**Run 1: cell placement**

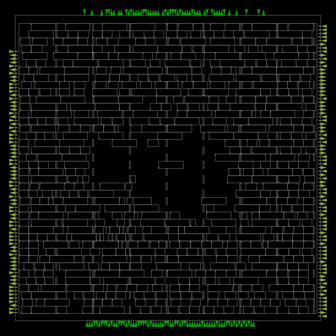
**Run 1: nets reached from selected ports**

Scale bar: 20 um.
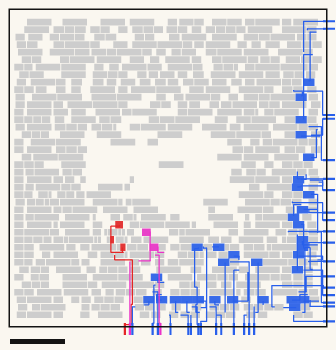
**Run 1: placement density heat map**

Scale bar: 20 um. 11 x 11 tiles, from white (low) to dark blue (high), 0 to 100% covered.
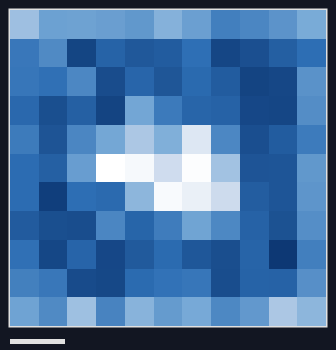
<file path="config.mk">
export PLATFORM = sky130hd
export DESIGN_NAME = mem_req_arbiter
export DESIGN_NICKNAME = d
export VERILOG_FILES = /design/src/rtl/mem_req_arbiter_pkg.sv /design/src/rtl/mem_req_arbiter_arb_pick2.sv /design/src/rtl/mem_req_arbiter.sv
export SDC_FILE = /design/constraint.sdc
export NUM_CORES = 1
export LEC_CHECK = 0
export CORE_UTILIZATION = 44
export CTS_CLUSTER_DIAMETER = 40
export DETAILED_ROUTE_END_ITERATION = 16
export GPL_TIMING_DRIVEN = 0
export PLACE_DENSITY = 0.86
export SKIP_LAST_GASP = 1
export SYNTH_ARGS = -nofsm -noshare
export SYNTH_HDL_FRONTEND = slang
export SYNTH_SLANG_ARGS = --single-unit
</file>
<file path="constraint.sdc">
create_clock -name clk -period 3 [get_ports clk]
set_clock_uncertainty 0.1 [all_clocks]
set_input_delay 0.3 -clock clk [delete_from_list [all_inputs] [get_ports clk]]
set_output_delay 0.3 -clock clk [all_outputs]
set_load 0.005 [all_outputs]
</file>
<file path="src/rtl/mem_req_arbiter_pkg.sv">
// Shared definitions for the instruction/data memory request arbiter.
// The optional round-robin tie-break is selected with ARB_ROUND_ROBIN_EN.
package mem_req_arbiter_pkg;

  typedef enum logic [1:0] {
    IDLE = 2'd0,
    ADDR = 2'd1,
    DATA = 2'd2
  } arb_state_t;

  localparam logic OWN_I = 1'b0;
  localparam logic OWN_D = 1'b1;

  // Instruction fetches are always full-word reads.
  localparam logic [1:0] FETCH_SIZE = 2'd3;

endpackage

</file>
<file path="src/rtl/mem_req_arbiter_arb_pick2.sv">
// Two-way grant selection between fetch and data requesters.
// ARB_ROUND_ROBIN_EN: ties go to the requester not served last; otherwise data wins.
module arb_pick2
  import mem_req_arbiter_pkg::*;
(
  input  logic req_i,
  input  logic req_d,
  input  logic last_owner,
  output logic grant,
  output logic owner
);

  assign grant = req_i | req_d;

`ifdef ARB_ROUND_ROBIN_EN
  always_comb begin
    owner = OWN_I;
    if (req_i && req_d) begin
      owner = (last_owner == OWN_I) ? OWN_D : OWN_I;
    end else if (req_d) begin
      owner = OWN_D;
    end
  end
`else
  logic unused_last_owner;
  assign unused_last_owner = last_owner;

  always_comb begin
    owner = OWN_I;
    if (req_d) begin
      owner = OWN_D;
    end
  end
`endif

endmodule

</file>
<file path="src/rtl/mem_req_arbiter.sv">
// Single-outstanding arbiter sharing one memory port between fetch and data.
// Define ARB_ROUND_ROBIN_EN for round-robin tie-breaking instead of data-first.
module mem_req_arbiter
  import mem_req_arbiter_pkg::*;
#(
  parameter int ADDR_W = 32,
  parameter int DATA_W = 32
) (
  input  logic              clk,
  input  logic              rst,
  input  logic              i_req,
  input  logic [ADDR_W-1:0] i_addr,
  input  logic              d_req,
  input  logic              d_wr,
  input  logic [1:0]        d_size,
  input  logic [ADDR_W-1:0] d_addr,
  input  logic [DATA_W-1:0] d_wdata,
  output logic [DATA_W-1:0] i_rdata,
  output logic [DATA_W-1:0] d_rdata,
  output logic              i_data_ok,
  output logic              d_data_ok,
  output logic              i_stall,
  output logic              d_stall,
  output logic              mem_req,
  output logic              mem_wr,
  output logic [1:0]        mem_size,
  output logic [ADDR_W-1:0] mem_addr,
  output logic [DATA_W-1:0] mem_wdata,
  input  logic              mem_addr_ok,
  input  logic              mem_data_ok,
  input  logic [DATA_W-1:0] mem_rdata,
  output logic [1:0]        dbg_state
);

  arb_state_t state;
  logic       owner;
  logic       last_owner;
  logic       grant;
  logic       grant_owner;

  // A requester whose completion is pulsing this cycle is not pending again yet;
  // its request line is still high until the pipeline sees the pulse.
  assign i_stall   = i_req & ~i_data_ok;
  assign d_stall   = d_req & ~d_data_ok;
  assign dbg_state = state;

  arb_pick2 u_pick (
    .req_i      (i_stall),
    .req_d      (d_stall),
    .last_owner (last_owner),
    .grant      (grant),
    .owner      (grant_owner)
  );

`ifdef ARB_ROUND_ROBIN_EN
  always_ff @(posedge clk or negedge rst) begin
    if (!rst) begin
      last_owner <= OWN_I;
    end else if (state == IDLE && grant) begin
      last_owner <= grant_owner;
    end
  end
`else
  assign last_owner = OWN_I;
`endif

  always_ff @(posedge clk or negedge rst) begin
    if (!rst) begin
      state     <= IDLE;
      owner     <= OWN_I;
      mem_req   <= 1'b0;
      mem_wr    <= 1'b0;
      mem_size  <= 2'd0;
      mem_addr  <= '0;
      mem_wdata <= '0;
      i_data_ok <= 1'b0;
      d_data_ok <= 1'b0;
      i_rdata   <= '0;
      d_rdata   <= '0;
    end else begin
      i_data_ok <= 1'b0;
      d_data_ok <= 1'b0;
      case (state)
        IDLE: begin
          // Memory responses arriving here belong to no transaction and are dropped.
          if (grant) begin
            owner   <= grant_owner;
            mem_req <= 1'b1;
            state   <= ADDR;
            if (grant_owner == OWN_D) begin
              mem_wr    <= d_wr;
              mem_size  <= d_size;
              mem_addr  <= d_addr;
              mem_wdata <= d_wdata;
            end else begin
              mem_wr    <= 1'b0;
              mem_size  <= FETCH_SIZE;
              mem_addr  <= i_addr;
              mem_wdata <= '0;
            end
          end
        end
        ADDR: begin
          if (mem_addr_ok) begin
            mem_req <= 1'b0;
            state   <= DATA;
          end
        end
        DATA: begin
          if (mem_data_ok) begin
            state <= IDLE;
            if (owner == OWN_D) begin
              d_data_ok <= 1'b1;
              if (!mem_wr) begin
                d_rdata <= mem_rdata;
              end
            end else begin
              i_data_ok <= 1'b1;
              i_rdata   <= mem_rdata;
            end
          end
        end
        default: begin
          state   <= IDLE;
          mem_req <= 1'b0;
        end
      endcase
    end
  end

endmodule

</file>
==> run notes, run 1 <==
Implementation progress

The number of inserted filler cells in the final layout stands at between 700 and 800. The total via count after detailed routing stands at approximately 4000. In the log, the iteration count for the first detailed-route pass is 4.

The worst-case clock buffer depth stands at 2. The total combinational power stands at 3.81 mW. Detailed placement reports a standard cell area of around 8600 um2. The analysis attributes to cell leakage a power of just under 4 nW. Per the cell usage report, the commonest logic cell in the layout is sky130_fd_sc_hd__clkdlybuf4s50_1. The cell area after technology mapping stands at 5580 um2. The synthesized netlist was found by Yosys to have 343 cells. The highest clock rate this design can be run at is between 0.4 and 0.5 GHz.

STA classifies the critical path startpoint as a register. During placement, the flow inserted port buffers numbering 274. The accumulated negative setup slack stands at 0 ns.

Internal power comes to about 6.4 mW. The maximum single-stage delay on the critical path stands at between 0.5 and 0.6 ns. The critical path ends at d_stall.

In the final layout, flip-flops and latches occupy ~3400 um2. The latest clock arrival within the worst-skew pair stands at slightly above 0.4 ns. The post-synth tally of flip-flops with integrated enable stands at 0. The setup path with the least slack is of type reg2out. Detailed placement finished with a half-perimeter wire length of between 10000 and 15000 um. The clock group power stands at around 1.8 mW. By area the synthesized netlist is led by sky130_fd_sc_hd__dfrtp_1 61%, sky130_fd_sc_hd__mux2_2 18%, sky130_fd_sc_hd__mux2_4 8.1%, sky130_fd_sc_hd__a22o_1 5.2%, sky130_fd_sc_hd__mux2_1 1.8%. The global-route usage over all layers stands at 23.4%. The met1 layer wirelength in the final routing stands at roughly 5400 um. The startpoint identified for the worst hold timing path is i_rdata[26]$_DFFE_PN0P_. The part of the Yosys area used for sequential elements stands at between 60% and 70%.

The wire length after detailed routing stands at roughly 15000 um. After detailed routing, the met3 layer carries 1400 um of wire. The quantity of hold-fixing buffers added after cts stands at 1. The run finished with clean final reports. The initial standard-cell utilization of the core stands at a little under half. After layout, the inverter instance count without clock inverters stands at 2. On the worst setup and hold paths after CTS, the clock-pin slew comes to roughly 0.05 ns.

In the Yosys stats the netlist draws on 23 distinct library cells. Setup violations remaining at the end of the flow were counted as 0. After its last routability iteration, the placer logged a weighted congestion of roughly 0.72. According to the hold report, the worst path is of the reg2reg type.

Warnings reported by Yosys during synthesis add up to 0. The floorplan report gives the top-level pin count as 275. In this run the clock root is driven by a sky130_fd_sc_hd__clkbuf_16. The number of clock buffers in the layout stands at 21.
## Picture notes: 'cell placement'
flop share of the area: 37.9%
Flop Count: 137

## Picture notes: 'nets reached from selected ports'
color	port	bits	direction	edge	end cells	buffers	wire
blue	`d_addr`	32	input	18 right, 14 bottom	32	32	756 um
red	`mem_addr_ok`	1	input	bottom	3	1	53.9 um
magenta	`d_size`	2	input	bottom	2	2	69.1 um

## Picture notes: 'placement density heat map'
fullest tile	97%
mean over tiles	67%
emptiest ninth of the die	center
nearly empty tiles	1.7%

[run 1: metrics by stage]
| stage | instances | hold slack, ns |
|---|---|---|
| 2_1_floorplan | 343 | -0.0956 |
| 3_3_place_gp | 785 | 0.367 |
| 3_5_place_dp | 786 | 0.295 |
| 4_1_cts | 813 | 0.377 |
| 5_1_grt | 813 | 0.397 |
| 6_report | 813 | 0.379 |
[run 1: state kept, by name, indices dropped and copies added, names as in the netlist, 2 cells and up]
register,count
mem_addr,32
mem_wdata,32
dbg_state,2
mem_size,2
d_rdata,32
i_rdata,32
[run 1: logic make-up (layout without fill, tap and decap cells)]
kind of cell	Yosys count	after routing	synth area share, %
compound gates	40	40	6.17
buf+inv	22	324	2.67
flops	137	137	61.5
mux	128	128	27.9
simple gates	16	16	1.82
**Run 1: gate families picked out**

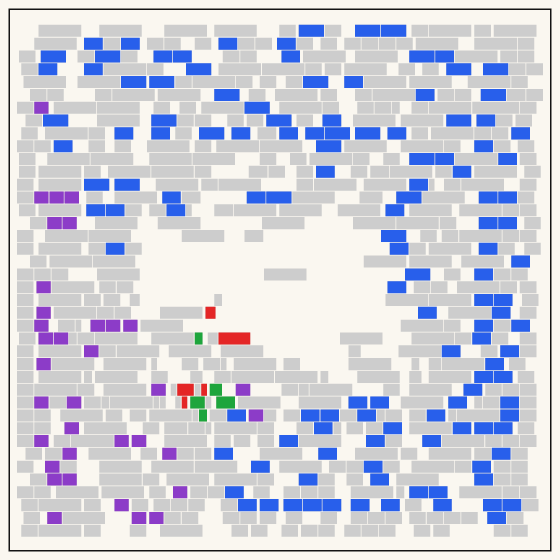

==> run 2: changes to the inputs <==
Settings changed: CORE_UTILIZATION 44 to 41, PLACE_DENSITY 0.86 to 0.81.
Clock period 3 ns to 1.99 ns, I/O delays scaled along.
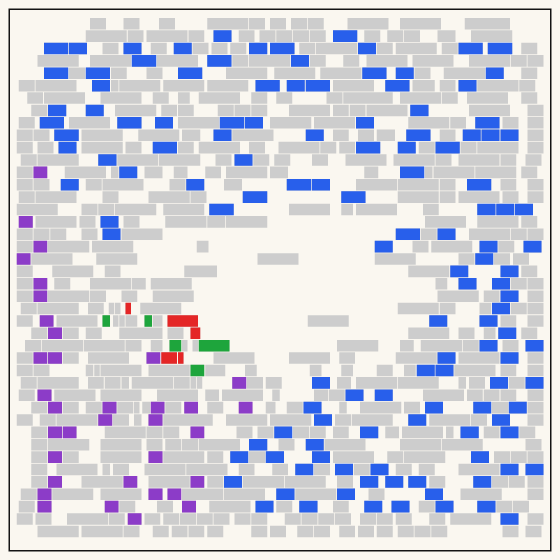
**Above:** run 2 (gate families picked out).
color	family	cells	most used
red	NOR gates	5	nor2_1
blue	multiplexers	128	mux2_2
purple	AND-OR and OR-AND gates	35	a22o_1
green	inverting AOI/OAI gates	5	o21ai_0

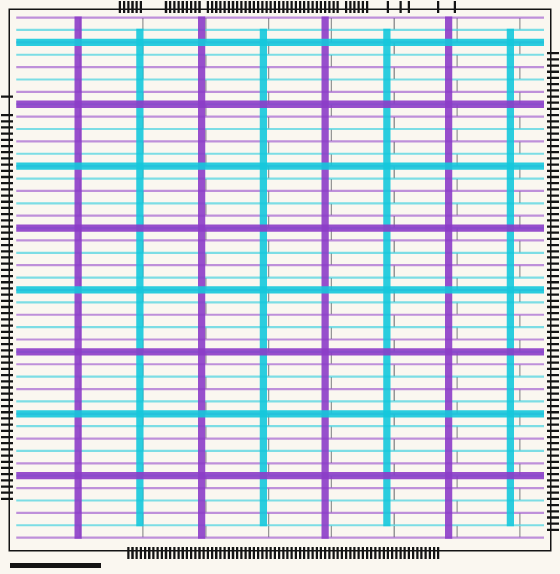
**Above:** run 2 (power grid).
Scale bar: 20 um. Pins as bars on the die edge. Tap cells in gray.
color	net
purple	VSS
cyan	VDD
signal pins	275
rows	42
met4 straps	8
tap cells	176
met5 straps	8
peak ir drop on the vdd network: 0.783 mV
placeable core area: 13200 um2
die outline width: 119 um
die extent in y: 119 um

==> run 2 against run 1 <==
Against the previous run: count of clock-buffer cells in the layout decreased by 3; synthesized area unchanged; critical path depth unchanged; critical endpoint is now mem_addr[15]$_DFFE_PN0P_.
==> run notes, run 2 <==
Implementation progress

The sum of buffers and inverters on the critical path stands at 1. The clock-pin slew reported for the worst setup and hold paths after clock tree synthesis stands at 0.06 ns (about the same). Summed over all instances, the cell type with the most area after synthesis is sky130_fd_sc_hd__dfrtp_1.

The first-pass iteration count of the detailed router is 4 (unchanged). The worst slack on hold paths was 0.207 ns (-0.173 ns). The number of library cell types mapped by synthesis stands at 23 (unchanged). The xor and xnor area share after synthesis stands at 0% (unchanged). The library cells used most frequently in the layout, excluding fill and tap cells, are 271 x sky130_fd_sc_hd__clkdlybuf4s50_1, 136 x sky130_fd_sc_hd__dfrtp_1, 89 x sky130_fd_sc_hd__mux2_2. The cell total in the yosys stat output stands at 343 (unchanged). The multi-input combinational cells in the finished layout cover a total of between 2000 and 2500 um2. The clock group power came to 3.07 mW (+74%). The met3 wire length stands at 1200 um (-14%). Counting every net in the synthesized netlist gives roughly 480. In this run, CTS created clock tree buffers numbering 17. The part of the Yosys area used for sequential elements is 61.5% (unchanged). The count of port buffers added during placement stands at 274 (unchanged). The initial standard-cell utilization of the core stands at 42.1% (-3.7 points). Tap insertion was completed with about 180 tapcells.

The accumulated negative setup slack was 0 ns (unchanged). The depth of the CTS H-tree stands at 4. The count of sequential standard cells stands at 137 (unchanged). The clock network area share stands at 6.35%. The final RePlAce weighted congestion came to 0.767 (+5.9%). The total via count after detailed routing came to 4065 (+1.3%). The area after detailed placement stands at 8570 um2 (+0.12%). The latest clock arrival within the worst-skew pair stands at 0.42 ns (about the same).

The total global routing overflow stands at 0. In this build the clock could be raised as far as about 0.54 GHz. The maximum single-stage delay on the critical path was 0.47 ns (-0.05 ns). The cell area after layout stands at slightly above 9000 um2.

The quantity of hold-fixing buffers added after cts is 1 (unchanged). The slowest stage of the critical path belongs to the cell sky130_fd_sc_hd__dfrtp_1. By instance count after routing, the leading logic cell type is sky130_fd_sc_hd__clkdlybuf4s50_1.

The global-route track usage on met2 stands at about 37%. The static leakage power is 3.98 nW (+2.4%). Summing internal, switching and leakage power gives between 10 and 15 mW. By area the synthesized netlist is led by sky130_fd_sc_hd__dfrtp_1 61%, sky130_fd_sc_hd__mux2_2 18%, sky130_fd_sc_hd__mux2_4 8.1%, sky130_fd_sc_hd__a22o_1 5.2%, sky130_fd_sc_hd__mux2_1 1.8%.

The met1 layer wirelength in the final routing is 5550 um (+2.0%). Of the combinational cells, the family taking the most area is multiplexers. The worst-case clock buffer depth stands at 2 (unchanged). The number of global-route vias before repair stands at ~4300. The synthesized-area fraction occupied by and/or/nand/nor cells stands at 1.82% (unchanged).

The number of clock buffers in the layout stands at 18 (-14%). The critical-path maximum fanout stands at 10. The critical path in this run is classified as reg2reg. The I/O pin total was 275 (unchanged). The number of warning messages in the yosys log came to 0 (unchanged).

Row generation in the floorplan step produced 42 rows. CTS placed an instance of sky130_fd_sc_hd__clkbuf_16 at the clock tree root. The net switching power of the design stands at around 3.7 mW.

The total setup violations reported at the end of the flow came to 0 (unchanged). The post-synth tally of flip-flops with integrated enable was 0 (unchanged). The chip area in the Yosys report stands at between 5000 and 6000 um2. The cell-internal power stands at 10.0 mW (+56%). The adder-cell share of the synthesized area stands at 0% (unchanged). The estimated wirelength of the detail-placed design stands at 10700 um (-3.3%).

The share of synthesized area in the top cell type comes to around three fifths. Per the post-place timing report, worst setup slack is -0.221 ns. The number of inserted filler cells in the final layout stands at 915 (+16%). The flow ran to the end, and the final reports show no timing, DRC or antenna violations. The count of non-CTS inverters in the layout stands at 2 (unchanged).

Per the repair_timing log after CTS, setup buffers inserted total 0. Entering global routing, the biggest net connects roughly 90 pins. The layer flagged by global routing as most heavily used is met2. The number of placed instances, taps included was 794 (+1.0%).

The synthesized-area fraction occupied by ao, oa, aoi and oai cells is 6.17% (unchanged). The number of pins with negative max-slew slack in the final report stands at 0. Per the detail_route report, vias per standard cell equal ~4.9. The wire length after detailed routing came to 14500 um (-2.2%).

Setup repair after global routing left no endpoint under its margin. The arrival time reported for the critical path endpoint stands at slightly above 2 ns. The area occupied by registers stands at 3430 um2 (about the same).

The share of synthesized area spent on multiplexers was 27.9% (unchanged). Per the detail_route report, routed wire per instance is 17.4 um. The global-route usage over all layers stands at 21.5% (-1.9 points).

The fraction of standard cell area that is sequential stands at 37.1% (-0.73 points). The total combinational power stands at 5.82 mW (+53%). According to the hold report, the worst path is of the in2async type. The part of the cycle the worst path needs stands at roughly 93%. The worst setup path is launched from a register. The cell area after technology mapping came to 5580 um2 (unchanged). The number of cells in the finished layout apart from fillers was 833 (+2.5%).

The final timing report lists a hold violation count of 0.
[run 2: cell counts after synthesis]
Identical to the previous run, type by type.
[run 2: final timing paths]
path | endpoint | slack (ns) | start | cells past startpoint
max | mem_addr[15]$_DFFE_PN0P_ | 0.14 | dbg_state[1]$_DFFE_PN0P_ | 4
min | d_rdata[10]$_DFFE_PN0P_ | 0.21 | rst | 2
max reg2reg | mem_addr[15]$_DFFE_PN0P_ | 0.14 | dbg_state[1]$_DFFE_PN0P_ | 4
min reg2reg | i_rdata[26]$_DFFE_PN0P_ | 0.38 | i_rdata[26]$_DFFE_PN0P_ | 1
max in group asynchronous | dbg_state[0]$_DFFE_PN0P_ | 0.79 | rst | 3
min in group clk | mem_wdata[15]$_DFFE_PN0P_ | 0.28 | d_wdata[15] | 2
No activity file was given, so power comes from the tool's default toggle rates.
